**Sizing map**

Scale: 2 px per um.
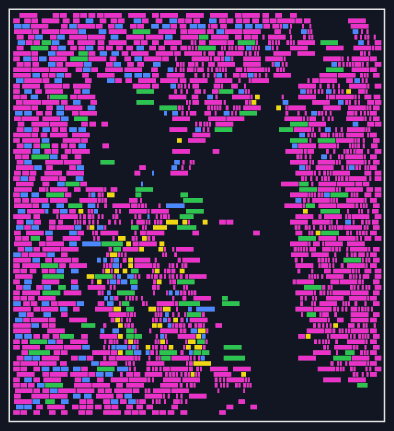
**Signal metal coverage by tile**

Scale: 2 px per um. The die is cut into 19 by 21 equal tiles; black is low, pale yellow is high, scaled to the fullest tile. Values are wire area over tile area, all layers added.
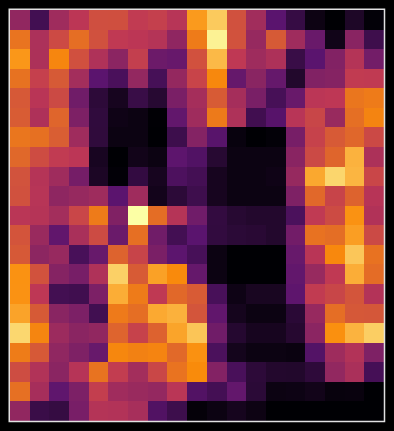
## src/rtl/dizy_stream_ctrl_pkg.sv

```systemverilog
// Shared constants and types for the DIZY keystream controller and its output FIFO.
// Cipher widths default to the SIZE_STATE/SIZE_KEY macros when the build defines them.
`ifndef SIZE_STATE
`define SIZE_STATE 64
`endif
`ifndef SIZE_KEY
`define SIZE_KEY 128
`endif

package dizy_stream_ctrl_pkg;

  localparam int unsigned DIZY_SIZE_STATE = `SIZE_STATE;
  localparam int unsigned DIZY_SIZE_KEY   = `SIZE_KEY;

  // Depth must stay a power of two: FIFO pointers wrap by overflow.
  localparam int KS_FIFO_DEPTH = 2;
  localparam int KS_OCC_W      = $clog2(KS_FIFO_DEPTH + 1);

  typedef enum logic [1:0] {
    ST_IDLE = 2'd0,
    ST_LOAD = 2'd1,
    ST_WAIT = 2'd2,
    ST_HOLD = 2'd3
  } ctrl_state_e;

  // FIFO occupancy after a push, given the current occupancy and a same-cycle pop.
  function automatic logic [KS_OCC_W-1:0] ks_occ_after(input logic [KS_OCC_W-1:0] occ,
                                                       input logic                pop);
    return occ + KS_OCC_W'(1) - KS_OCC_W'(pop);
  endfunction

endpackage

```

## src/rtl/dizy_ks_fifo.sv

```systemverilog
// Two-entry first-word-fall-through buffer for keystream blocks.
// The head entry is always visible on rdata_o; flush empties it in one cycle.
module dizy_ks_fifo
  import dizy_stream_ctrl_pkg::*;
#(
  parameter int unsigned WIDTH = 65
) (
  input  logic                clk,
  input  logic                rst_n,
  input  logic                push_i,
  input  logic [WIDTH-1:0]    wdata_i,
  input  logic                pop_i,
  input  logic                flush_i,
  output logic                valid_o,
  output logic [WIDTH-1:0]    rdata_o,
  output logic [KS_OCC_W-1:0] occ_o
);

  localparam int PTR_W = (KS_FIFO_DEPTH > 1) ? $clog2(KS_FIFO_DEPTH) : 1;

  logic [WIDTH-1:0]    mem_q [KS_FIFO_DEPTH];
  logic [PTR_W-1:0]    wr_ptr_q;
  logic [PTR_W-1:0]    rd_ptr_q;
  logic [KS_OCC_W-1:0] occ_q;
  logic                do_pop;

  assign do_pop  = pop_i && (occ_q != '0);
  assign valid_o = (occ_q != '0);
  assign rdata_o = mem_q[rd_ptr_q];
  assign occ_o   = occ_q;

  always_ff @(posedge clk or negedge rst_n) begin
    if (!rst_n) begin
      // NOTE: storage is reset on purpose so the head word reads zero during reset.
      for (int i = 0; i < KS_FIFO_DEPTH; i++) mem_q[i] <= '0;
      wr_ptr_q <= '0;
      rd_ptr_q <= '0;
      occ_q    <= '0;
    end else if (flush_i) begin
      wr_ptr_q <= '0;
      rd_ptr_q <= '0;
      occ_q    <= '0;
    end else begin
      if (push_i) begin
        mem_q[wr_ptr_q] <= wdata_i;
        wr_ptr_q        <= wr_ptr_q + PTR_W'(1);
      end
      if (do_pop) rd_ptr_q <= rd_ptr_q + PTR_W'(1);
      occ_q <= occ_q + KS_OCC_W'(push_i) - KS_OCC_W'(do_pop);
    end
  end

endmodule

```

## src/rtl/dizy_stream_ctrl.sv

```systemverilog
// Sequences an external DIZY round core to produce a keystream of nblocks blocks
// (0 = endless), buffering results in a 2-entry FIFO with backpressure.
module dizy_stream_ctrl
  import dizy_stream_ctrl_pkg::*;
#(
  parameter int unsigned SIZE_STATE = DIZY_SIZE_STATE,
  parameter int unsigned SIZE_KEY   = DIZY_SIZE_KEY,
  parameter int unsigned CNT_W      = 16
) (
  input  logic                  clk,
  input  logic                  rst_n,
  input  logic                  init_valid,
  output logic                  init_ready,
  input  logic [SIZE_KEY-1:0]   init_key,
  input  logic [CNT_W-1:0]      init_nblocks,
  input  logic                  abort,
  output logic                  core_load,
  output logic                  core_next,
  output logic [SIZE_KEY-1:0]   core_key,
  input  logic                  core_busy,
  input  logic [SIZE_STATE-1:0] core_state,
  output logic                  ks_valid,
  input  logic                  ks_ready,
  output logic [SIZE_STATE-1:0] ks_data,
  output logic                  ks_last,
  output logic                  done
);

  ctrl_state_e         state_q, state_d;
  logic [SIZE_KEY-1:0] key_q;
  logic [CNT_W-1:0]    nblk_q;
  logic [CNT_W-1:0]    cnt_q;
  logic [CNT_W-1:0]    blk_inc;
  logic                cmd_q;
  logic                rdy_en_q;
  logic                accept;
  logic                push;
  logic                flush;
  logic                pop;
  logic                last;
  logic [KS_OCC_W-1:0] occ;
  logic [SIZE_STATE:0] head;

  assign blk_inc  = cnt_q + CNT_W'(1);
  assign last     = (nblk_q != '0) && (blk_inc == nblk_q);
  assign pop      = ks_valid && ks_ready;
  assign core_key = key_q;
  assign ks_last  = head[SIZE_STATE];
  assign ks_data  = head[SIZE_STATE-1:0];

  always_comb begin
    // NOTE: every output gets a default first so no path through the case infers a latch.
    state_d    = state_q;
    core_load  = 1'b0;
    core_next  = 1'b0;
    push       = 1'b0;
    flush      = 1'b0;
    done       = 1'b0;
    accept     = 1'b0;
    init_ready = rdy_en_q && (state_q == ST_IDLE) && !core_busy && !abort;
    if (abort) begin
      state_d = ST_IDLE;
      flush   = 1'b1;
    end else begin
      unique case (state_q)
        ST_IDLE: if (init_valid && init_ready) begin
          accept  = 1'b1;
          state_d = ST_LOAD;
        end
        ST_LOAD: begin
          core_load = 1'b1;
          state_d   = ST_WAIT;
        end
        // cmd_q masks the cycle right after a command, before core_busy can rise.
        ST_WAIT: if (!core_busy && !cmd_q) begin
          push = 1'b1;
          if (last) begin
            done    = 1'b1;
            state_d = ST_IDLE;
          end else if (ks_occ_after(occ, pop) <= KS_OCC_W'(1)) begin
            core_next = 1'b1;
          end else begin
            state_d = ST_HOLD;
          end
        end
        ST_HOLD: if (occ < KS_OCC_W'(KS_FIFO_DEPTH)) begin
          core_next = 1'b1;
          state_d   = ST_WAIT;
        end
        default: state_d = ST_IDLE;
      endcase
    end
  end

  always_ff @(posedge clk or negedge rst_n) begin
    if (!rst_n) begin
      state_q  <= ST_IDLE;
      cmd_q    <= 1'b0;
      rdy_en_q <= 1'b0;
      key_q    <= '0;
      nblk_q   <= '0;
      cnt_q    <= '0;
    end else begin
      state_q  <= state_d;
      cmd_q    <= core_load || core_next;
      rdy_en_q <= 1'b1;
      if (accept) begin
        key_q  <= init_key;
        nblk_q <= init_nblocks;
        cnt_q  <= '0;
      end else if (push) begin
        cnt_q <= blk_inc;
      end
    end
  end

  dizy_ks_fifo #(
    .WIDTH(SIZE_STATE + 1)
  ) u_fifo (
    .clk    (clk),
    .rst_n  (rst_n),
    .push_i (push),
    .wdata_i({last, core_state}),
    .pop_i  (pop),
    .flush_i(flush),
    .valid_o(ks_valid),
    .rdata_o(head),
    .occ_o  (occ)
  );

endmodule

```

## config.mk

```make
export PLATFORM = sky130hd
export DESIGN_NAME = dizy_stream_ctrl
export DESIGN_NICKNAME = d
export VERILOG_FILES = /design/src/rtl/dizy_stream_ctrl_pkg.sv /design/src/rtl/dizy_ks_fifo.sv /design/src/rtl/dizy_stream_ctrl.sv
export SDC_FILE = /design/constraint.sdc
export NUM_CORES = 1
export LEC_CHECK = 0
export ABC_AREA = 1
export ABC_CLOCK_PERIOD_IN_PS = 2500
export CORE_ASPECT_RATIO = 1.1
export CORE_UTILIZATION = 35
export CTS_CLUSTER_DIAMETER = 100
export DETAILED_ROUTE_END_ITERATION = 6
export PLACE_DENSITY = 0.74
export SETUP_SLACK_MARGIN = 0.15
export SLEW_MARGIN = 20
export SYNTH_ARGS = -nofsm -noshare
export SYNTH_HDL_FRONTEND = slang
export SYNTH_HIERARCHICAL = 1
export SYNTH_SLANG_ARGS = --single-unit
```

## constraint.sdc

```tcl
create_clock -name clk -period 2.5 [get_ports clk]
set_input_delay 0.25 -clock clk [delete_from_list [all_inputs] [get_ports clk]]
set_output_delay 0.25 -clock clk [all_outputs]
set_load 0.005 [all_outputs]
```

==> results.txt <==
Status: finished, violations left
Failing checks: setup timing
Critical Path AT: 2510 ps
Layout fillers: 3287
Worst-Margin Slew: 615 ps
Top-count cell post-synth: nand2_1
CTS tree: built
TritonCTS Buffers: 34
Register area: 7460 um2
Hold path startpoint: core_state[46]
Reg clk slew, reported paths: 60 ps
Dominant comb cell: simple AND/OR/NAND/NOR gates
Flop pwr share: 0.378
Synth async-reset ratio: 1.00
Syn Area/Cell: 9.87 um2
Tool warning count: 28
Combinational Power Share: 0.352
Yosys warnings: 6
CP endpoint: done
Clock Power Share: 0.270
Logic share of the area: 0.254
Core Util, Final: 0.529
GRT met1 Usage: 0.247
Via count: 10972
Floorplan row count: 74
Floorplan-stage core utilization: 0.354
# Cells Yosys: 1333
Setup bufs post-CTS: 12
Crit-path cells: buf_6, inv_4, nor2_4, buf_6, nand2_2, nand3_1, nand4_1, nor2_1, nand2_1, nor2_1, nand3_2, buf_6, nor2_4, buf_6
Max_slew headroom: 0.590
Min Hold Slack: 307 ps
XOR/XNOR Area Share: 0.00609
Inverters: 117
Post-Layout Cell Count: 2304
GPL Wtd Cong: 0.854
Unique cell types: 33
Switching Fraction: 0.282
PnR worst setup slack: -264 ps
Cell area leaders: dfrtp_1 (57%), nand2_1 (12%), mux2_2 (11%), inv_1 (3.3%), o21ai_0 (2.9%)
Number of nets with antenna violations after routing: 0
Worst path most repeated cell: buf_6
Min-Delay Path Depth: 3
Latency at later pin: 520 ps
DR iter-0 viols: 650
Max Cap Violations: 0
GRT overflow: 0
Yosys Chip Area: 13200 um2
Setup CP Type: reg -> out
Cell-internal power: 14300 uW
Critical path depth: 14
Dpl cell area: 18000 um2
Final setup TNS: -486 ps
Number of top-level pins: 412
R2R Setup Slk: 70 ps
Post-CTS sizing: 37
Top power group: sequential cells
Tmin final: 2760 ps
Worst hold path class: in -> reg
Top cell excl fill/tap: nand2_1
Seq/total area: 0.380
CP peak stage delay: 420 ps
Combinational group power: 7030 uW
Worst R2R Path Depth: 19
CP endpoint kind: output pin
Routing usage on met2: 0.335
Net Sw Power: 5630 uW
Largest delay share family, worst path: simple AND/OR/NAND/NOR gates
Non-clock buffering overhead: 0.250
Vias/cell: 4.76
Post-Synth Adder-Cell Area: 0.00285
Dpl cells: 2222
Total wire length: 39600 um
Most instantiated logic cells after routing: nand2_1 (406), clkdlybuf4s50_1 (405), dfrtp_1 (295), mux2_2 (129), inv_1 (111)
Dominant flop cell: dfrtp_1
PwrDens: 1020 nW/um2
TritonCTS Sinks: 298
Max FFs per register: 130
Buf/Inv on CP: 5
Core Region: 37100 um2
Syn Inst Count: 1333
FF-to-FF Start: cnt_q[0]
Synth-to-Final Area Change: 49.4%
Max VDD drop: 0.733 mV
Post-DP HPWL: 27100 um
Worst Clk Skew: 25.2 ps
Number of port buffers: 411
AO/OA Area Share: 0.0764
Largest Register: u_fifo/mem_q
Post-route DRC violation count: 0
Endpoints failing setup: 2
Critical Path Start Type: register
Flops & latches, synth: 298
Post-Place Setup Slack: -229 ps
Die width: 187 um
About 'sizing map':
x3 and x4: marked yellow, cells 55, share 3.0%. x2: marked blue, cells 210, share 12%. x1 and smaller: marked magenta, cells 1460, share 81%. x6 and larger: marked green, cells 85, share 4.7%.
Non-CTS buffers: 481
PnR worst setup slack: -264 ps

About 'signal metal coverage by tile':
The mean over all tiles is 0.17. The fullest tile reaches 0.44. The emptiest ninth of the die: center. 35% of the tiles are over half the peak.

Power and IR drop assume default switching activity.
